`config.mk`:
```
export PLATFORM = sky130hd
export DESIGN_NAME = svm_matmul_scheduler
export DESIGN_NICKNAME = d
export VERILOG_FILES = /design/src/rtl/svm_matmul_scheduler.sv
export SDC_FILE = /design/constraint.sdc
export NUM_CORES = 1
export LEC_CHECK = 0
export CAP_MARGIN = 15
export CELL_PAD_IN_SITES_DETAIL_PLACEMENT = 1
export CELL_PAD_IN_SITES_GLOBAL_PLACEMENT = 1
export CORE_MARGIN = 1
export CORE_UTILIZATION = 39
export DETAILED_ROUTE_END_ITERATION = 16
export PLACE_DENSITY_LB_ADDON = 0.1
export SLEW_MARGIN = 15
export SYNTH_ARGS = -nofsm -noshare
export SYNTH_HDL_FRONTEND = slang
export SYNTH_SLANG_ARGS = --single-unit
```
`constraint.sdc`:
```
create_clock -name clk -period 2.07 [get_ports clk]
set_clock_uncertainty 0.15 [all_clocks]
set_input_delay 0.414 -clock clk [delete_from_list [all_inputs] [get_ports clk]]
set_output_delay 0.414 -clock clk [all_outputs]
set_load 0.03 [all_outputs]
```
`src/rtl/svm_matmul_scheduler.sv`:
```
// Steps the shared SVM ROM through the V/A matmul1/matmul2 phases of one classification
// and carries {issue, phase, last} alongside the ROM latency so data cycles are flagged.
module svm_matmul_scheduler #(
  parameter int LOG_MIDX      = 7,
  parameter int LOG_SUP_WIDTH = 8,
  parameter int V_MIDX_COUNT  = 100,
  parameter int A_MIDX_COUNT  = 100,
  parameter int V_SUP_COUNT   = 214,
  parameter int A_SUP_COUNT   = 214,
  parameter int ROM_LATENCY   = 1
) (
  input  logic                     clk,
  input  logic                     rst,
  input  logic                     start_valid,
  output logic                     start_ready,
  input  logic                     dp_stall,
  output logic                     computing_v_matmul1,
  output logic                     computing_v_matmul2,
  output logic                     computing_a_matmul1,
  output logic                     computing_a_matmul2,
  output logic [LOG_MIDX-1:0]      midx,
  output logic [LOG_SUP_WIDTH-1:0] comp_sidx,
  output logic                     rom_data_valid,
  output logic [1:0]               rom_data_phase,
  output logic                     rom_data_last,
  output logic                     done_valid,
  input  logic                     done_ready
);

  typedef enum logic [2:0] {
    ST_IDLE  = 3'd0,
    ST_V_MM1 = 3'd1,
    ST_V_MM2 = 3'd2,
    ST_A_MM1 = 3'd3,
    ST_A_MM2 = 3'd4,
    ST_DRAIN = 3'd5,
    ST_DONE  = 3'd6
  } state_e;

  localparam logic [LOG_MIDX-1:0]      V_MIDX_LAST = LOG_MIDX'(V_MIDX_COUNT - 1);
  localparam logic [LOG_MIDX-1:0]      A_MIDX_LAST = LOG_MIDX'(A_MIDX_COUNT - 1);
  localparam logic [LOG_SUP_WIDTH-1:0] V_SUP_LAST  = LOG_SUP_WIDTH'(V_SUP_COUNT - 1);
  localparam logic [LOG_SUP_WIDTH-1:0] A_SUP_LAST  = LOG_SUP_WIDTH'(A_SUP_COUNT - 1);
  localparam logic [LOG_MIDX-1:0]      MIDX_ONE    = LOG_MIDX'(1);
  localparam logic [LOG_SUP_WIDTH-1:0] SIDX_ONE    = LOG_SUP_WIDTH'(1);
  localparam int                       PW          = 2 * ROM_LATENCY;

  state_e                   state_q, state_d;
  logic [LOG_MIDX-1:0]      midx_q, midx_d;
  logic [LOG_SUP_WIDTH-1:0] sidx_q, sidx_d;
  logic [ROM_LATENCY-1:0]   pipe_issue_q, pipe_issue_d;
  logic [ROM_LATENCY-1:0]   pipe_last_q, pipe_last_d;
  logic [PW-1:0]            pipe_phase_q, pipe_phase_d;
  logic [3:0]               flags_q, flags_d;
  logic                     start_ready_q, start_ready_d;
  logic                     done_valid_q, done_valid_d;
  logic                     issue_s, last_s;
  logic [1:0]               phase_s;
  logic [ROM_LATENCY-1:0]   issue_shift_s;

  // Next-state, index stepping and issue generation
  always_comb begin
    state_d       = state_q;
    midx_d        = midx_q;
    sidx_d        = sidx_q;
    issue_s       = 1'b0;
    last_s        = 1'b0;
    phase_s       = 2'd0;
    // DRAIN sees no new issue, so the shifted-in bit is always zero
    issue_shift_s = pipe_issue_q << 1'b1;
    case (state_q)
      ST_IDLE: begin
        if (start_valid) begin
          state_d = ST_V_MM1;
          midx_d  = '0;
          sidx_d  = '0;
        end else begin
          state_d = ST_IDLE;
        end
      end
      ST_V_MM1: begin
        if (!dp_stall) begin
          issue_s = 1'b1;
          phase_s = 2'd0;
          if (midx_q == V_MIDX_LAST) begin
            last_s  = 1'b1;
            midx_d  = '0;
            state_d = ST_V_MM2;
          end else begin
            midx_d = midx_q + MIDX_ONE;
          end
        end else begin
          issue_s = 1'b0;
        end
      end
      ST_V_MM2: begin
        if (!dp_stall) begin
          issue_s = 1'b1;
          phase_s = 2'd1;
          if (sidx_q == V_SUP_LAST) begin
            last_s  = 1'b1;
            sidx_d  = '0;
            state_d = ST_A_MM1;
          end else begin
            sidx_d = sidx_q + SIDX_ONE;
          end
        end else begin
          issue_s = 1'b0;
        end
      end
      ST_A_MM1: begin
        if (!dp_stall) begin
          issue_s = 1'b1;
          phase_s = 2'd2;
          if (midx_q == A_MIDX_LAST) begin
            last_s  = 1'b1;
            midx_d  = '0;
            state_d = ST_A_MM2;
          end else begin
            midx_d = midx_q + MIDX_ONE;
          end
        end else begin
          issue_s = 1'b0;
        end
      end
      ST_A_MM2: begin
        if (!dp_stall) begin
          issue_s = 1'b1;
          phase_s = 2'd3;
          if (sidx_q == A_SUP_LAST) begin
            last_s  = 1'b1;
            sidx_d  = '0;
            state_d = ST_DRAIN;
          end else begin
            sidx_d = sidx_q + SIDX_ONE;
          end
        end else begin
          issue_s = 1'b0;
        end
      end
      ST_DRAIN: begin
        if (issue_shift_s == '0) begin
          state_d = ST_DONE;
        end else begin
          state_d = ST_DRAIN;
        end
      end
      ST_DONE: begin
        if (done_ready) begin
          state_d = ST_IDLE;
        end else begin
          state_d = ST_DONE;
        end
      end
      default: begin
        state_d = ST_IDLE;
        midx_d  = '0;
        sidx_d  = '0;
      end
    endcase
  end

  // Latency tracking shift and registered output decode of the next state
  always_comb begin
    pipe_issue_d  = (pipe_issue_q << 1'b1) | ROM_LATENCY'(issue_s);
    pipe_last_d   = (pipe_last_q << 1'b1) | ROM_LATENCY'(last_s);
    pipe_phase_d  = (pipe_phase_q << 2'd2) | PW'(phase_s);
    start_ready_d = (state_d == ST_IDLE);
    done_valid_d  = (state_d == ST_DONE);
    case (state_d)
      ST_V_MM1: flags_d = 4'b0001;
      ST_V_MM2: flags_d = 4'b0010;
      ST_A_MM1: flags_d = 4'b0100;
      ST_A_MM2: flags_d = 4'b1000;
      default:  flags_d = 4'b0000;
    endcase
  end

  // State, indices, tracking pipeline and output registers
  always_ff @(posedge clk or negedge rst) begin
    if (!rst) begin
      state_q       <= ST_IDLE;
      midx_q        <= '0;
      sidx_q        <= '0;
      pipe_issue_q  <= '0;
      pipe_last_q   <= '0;
      pipe_phase_q  <= '0;
      flags_q       <= 4'b0000;
      start_ready_q <= 1'b1;
      done_valid_q  <= 1'b0;
    end else begin
      state_q       <= state_d;
      midx_q        <= midx_d;
      sidx_q        <= sidx_d;
      pipe_issue_q  <= pipe_issue_d;
      pipe_last_q   <= pipe_last_d;
      pipe_phase_q  <= pipe_phase_d;
      flags_q       <= flags_d;
      start_ready_q <= start_ready_d;
      done_valid_q  <= done_valid_d;
    end
  end

  assign computing_v_matmul1 = flags_q[0];
  assign computing_v_matmul2 = flags_q[1];
  assign computing_a_matmul1 = flags_q[2];
  assign computing_a_matmul2 = flags_q[3];
  assign midx                = midx_q;
  assign comp_sidx           = sidx_q;
  assign rom_data_valid      = pipe_issue_q[ROM_LATENCY-1];
  assign rom_data_last       = pipe_last_q[ROM_LATENCY-1];
  assign rom_data_phase      = pipe_phase_q[PW-1 -: 2];
  assign start_ready         = start_ready_q;
  assign done_valid          = done_valid_q;

endmodule

```
Run 1, wiring by layer:
Only two layers are drawn.
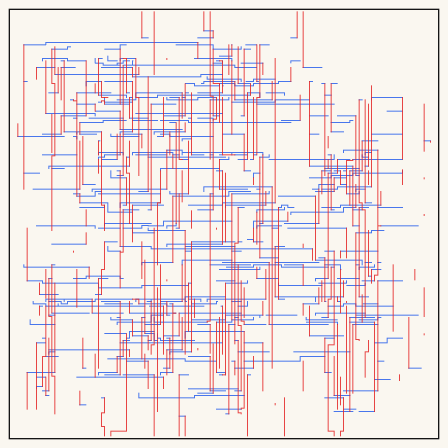
Blue marks metal 1, wire length 1630 um. Red marks metal 2, wire length 1840 um.

Run 1, routing congestion map:
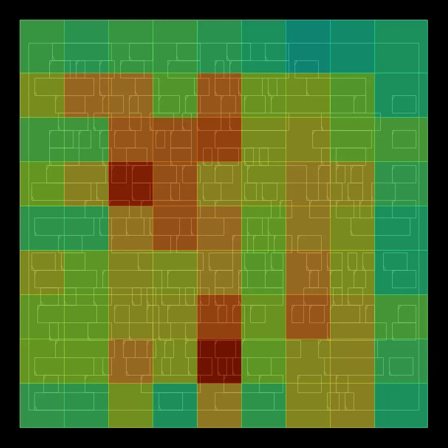
met3 capacity usage during global routing: 3.08%
met2 routing resource usage after global routing: 34.8%
total routing resource utilization after global routing: 20.9%
detailed-route wire length per cell: 15.9 um
most crowded layer after global routing: met2

==> design notes, run 1 <==
The first global-routing pass estimated 6440 um of wire. The total negative slack is 0 ns. The DRC marker count from the first detailed-route iteration is 53, and the top cell type's share of synthesized area is 45.9%. CTS saw 28 sinks. The flow ran to the end, and the final reports show no timing, DRC or antenna violations. The run gives 1324 for the via count of the first global-routing pass. The tools report the initial antenna violation count as 0. The number of buffers between clock root and the deepest sink came out at 2. The tools report the count of H-tree levels built during CTS as 1.

Critical path class: reg -> out. The area growth from synthesis to layout was 34.3%. Reg-to-reg critical path startpoint: state_q[1].

With the critical path buffer and inverter count at 1, the upper clock frequency limit is 491 MHz. The worst hold-check path type is in -> async. The synthesis stat section lists a flop and latch total of 28. The post-synthesis sequential area ratio was 47.7%; the yosys-reported design area after synthesis was 1470 um^2. The post-route worst hold slack is 0.357 ns, and the multi-input logic area is 726 um^2.

The sequential standard cell area was 702 um^2. According to the floorplan log, the row count is 21. The synthesis stats list as the most numerous cell dfrtp_1. Max-cap violations in this run came to 0. The core area was 3470 um^2; the number of vias in the routed layout was 1257.

The mean number of vias per cell was 5.42; the detailed-routed wire length on met2 was 1840 um.
Run 1, sequential cells coloured by netlist name:
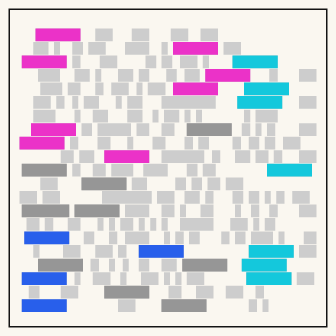
Magenta marks comp_sidx, flops 8. Cyan marks midx, flops 7. Blue marks flags_q, flops 4, where south-west.

run 1: kinds of logic (layout without fill, tap and decap cells):
family                     Yosys count  in the layout  synth area share (%)
and+or+nand+nor                     64             64                  24.9
AOI/OAI and AO/OA                   34             34                  17.8
DFF                                 28             28                  47.7
buffers and inverters                9             52                  3.99
adders and majority gates            3              3                  2.55
xor gates and xnor gates             3              3                  1.78
muxes                                2              2                  1.36
run 1: cell usage in the layout (no fill, tap or decap), types with 2 or more instances in the layout:
cell type / netlist / routed
ha_1: 3 / 3
nand3_1: 7 / 7
or2_2: 2 / 2
a21oi_1: 6 / 6
nor2_2: 1 / 2
nand2_1: 14 / 14
dfrtp_1: 27 / 27
o21ai_0: 10 / 9
clkbuf_8: 0 / 3
and4b_1: 2 / 2
buf_4: 1 / 14
inv_1: 4 / 4
a22o_1: 6 / 6
xnor2_1: 2 / 2
and3_1: 6 / 6
clkdlybuf4s50_1: 0 / 28
or3_1: 4 / 4
a221o_1: 3 / 3
nor2b_1: 3 / 3
nor2_1: 16 / 15
run 1: power by group:
| group | switching [W] | internal [W] | total (W) |
|---|---|---|---|
| logic | 0.000679 | 0.000521 | 0.00120 |
| registers | 0.000122 | 0.000675 | 0.000797 |
| clock network | 0.000178 | 0.000259 | 0.000437 |
| total | 0.000978 | 0.00146 | 0.00243 |
run 1: area by class of cell:
class                   count  share of cell area, %
multi-input cells         106                   36.7
clock buffers               3                   2.09
clock inverters             1                   1.52
well taps                  46                   2.91
repair buffers             43                   20.1
inverters                   5                   1.20
flip-flops and latches     28                   35.5
run 1: state kept, by name, summed over array words and instances (netlist names):
signal / cells
comp_sidx: 8
done_valid: 1
flags_q: 4
midx: 7
rom_data_last: 1
rom_data_phase: 2
rom_data_valid: 1
start_ready: 1
state_q: 3
Run 1, PDN straps and rails:
The bar under the picture is 20 um long. Pins as bars on the die edge. Tap cells in grey.
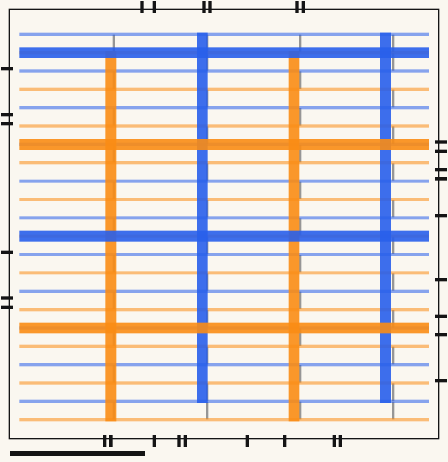

==> inputs of run 2 (changes only) <==
- clock period: 2.07 -> 2 ns (I/O delays scaled with it)
Run 2, PDN straps and rails:
The bar under the picture is 20 um long. Pins as bars on the die edge. Tap cells in grey.
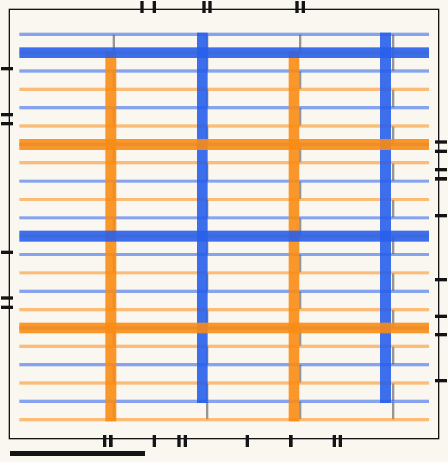
Orange marks VSS. Blue marks VDD.
The core has 21 rows. 30 signal pins sit on the boundary. 22 met1 rails follow the rows.

Run 2, sequential cells coloured by netlist name:
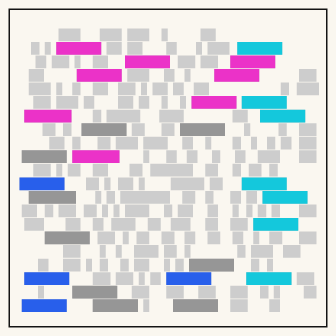
Blue marks flags_q, flops 4, where south-west. Magenta marks comp_sidx, flops 8. Cyan marks midx, flops 7.
Another 9 sequential cells are not coloured.

Run 2, routing congestion map:
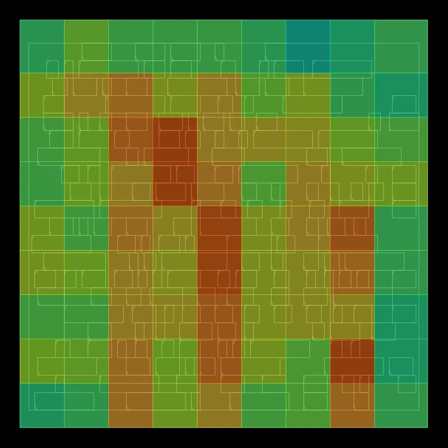
core utilization of the finished layout: 57.9%
met3 capacity usage during global routing: 2.54%
Global Route met1 Usage: 26.5%
detailed-route wire length per cell: 16.5 um
met2 routing resource usage after global routing: 37.5%

==> run 2 against run 1 <==
Compared with the run above: synthesized cell count unchanged; register-to-register slack worse by 0.05 ns; global-route usage about the same; highest routed layer unchanged.
==> design notes, run 2 <==
For this run, the register share of the synthesized area comes to 47.7%. The script computed the net switching share of total power as 41.4%. The library cell used most frequently in the layout, excluding fill and tap cells, is dfrtp_1. According to the Yosys statistics, the synthesized design has a chip area of 1470 um^2.

The first global-routing pass estimated 6580 um of wire. The clock net in this run drives a total of 28 sinks. The chip area came out at 4030 um^2. The startpoint identified for the worst register-to-register timing path is state_q[1]. The initial antenna violation count was 0.

The run finished with clean final reports. Per report_power, the sequential group accounts for 33.8% of the total. The detailed router placed 1277 vias in this run.

In this run the deepest clock path goes through 2 buffers. The group that draws the most power in this run is combinational cells. Leaving out fill and tap cells, the most frequent cells in the layout are dfrtp_1, clkdlybuf4s50_1, buf_4. Critical path class: reg -> reg. Relative to the synthesized area, the layout overhead comes to 36.4%.

With the mean number of vias per cell at 5.41, the share of power burned in the clock network is 14.3%. Summed over the clock group, the power is 0.000355 W. The DRC marker count from the first detailed-route iteration was 66. In this run the standard cell core region covers 3470 um^2. The power spent charging and discharging nets is 0.00103 W. The power dissipated in combinational cells was 0.00129 W. The placement row count was 21. For the via count of the first global-routing pass, the log shows 1364. The upper clock frequency limit is 512 MHz. The worst-case IR drop observed on VDD is 752 uV. The sequential cells in the finished layout cover a total of 704 um^2. By instance count, the leading cell after synthesis is dfrtp_1. The busiest layer in global routing is met2. The critical path buffer and inverter count was 1; the reported sequential group power was 0.000840 W. The count of H-tree levels built during CTS was 1; the number of flip-flops under the largest register name was 8. With the data required time at the worst endpoint at 2.02 ns, the top cell type's share of synthesized area is 45.9%.

The synthesized flop and latch total is 28. The internal cell power is 0.00146 W, and the proportion of power drawn by combinational gates is 52.0%. Per the slew report, the remaining headroom to the max-slew limit stands at 74.2%.
==> run 2: cell counts after synthesis <==
Identical to the previous run, type by type.
==> run 2: cells by family after synthesis <==
family	Yosys count	synth area share, %
adder cells (fa/ha/maj)	3	2.55
XOR/XNOR	3	1.78
multiplexers	2	1.36
AND/OR/NAND/NOR	64	24.9
flip-flops	28	47.7
AND-OR/OR-AND	34	17.8
buffers and inverters	9	3.99
==> run 2: timing repair <==
item	CTS	global route
resized	3	12
pin swaps	0	1
endpoints found under the setup margin	3	16
hold endpoints to repair	0	0
buffers inserted	0	1
hold buffers	0	0
==> run 2: metrics by stage <==
stage	cell area, um^2	setup WS, ns	setup TNS [ns]	hold WS, ns
2_1_floorplan	1470	0.0142	0	-0.0456
3_3_place_gp	1910	-0.150	-1.05	0.372
3_5_place_dp	1910	-0.180	-1.62	0.380
4_1_cts	1970	0.0108	0	0.359
5_1_grt	2010	-0.00205	-0.00205	0.380
6_report	2010	0.0461	0	0.349
==> run 2: final cells by class <==
cell class              count  area share, %
well taps                  46           2.87
multi-input cells         106           36.4
flip-flops and latches     28           35.1
repair buffers             47           21.7
clock buffers               4           2.74
inverters                   5           1.18
==> run 2: how the worst max path moves through the flow <==
| stage | slack (ns) | start | endpoint | depth (start not counted) |
|---|---|---|---|---|
| 2_1_floorplan | 0.01 | comp_sidx[0] | comp_sidx[3] | 5 |
| 3_3_place_gp | -0.15 | start_valid | comp_sidx[7] | 5 |
| 3_5_place_dp | -0.18 | start_valid | comp_sidx[7] | 5 |
| 4_1_cts | 0.01 | comp_sidx[2] | comp_sidx[2] | 1 |
| 5_1_grt | -0.002 | midx[2] | midx[2] | 1 |
| 6_report | 0.05 | state_q[1] | comp_sidx[5] | 5 |
No activity file was given, so power comes from the tool's default toggle rates.
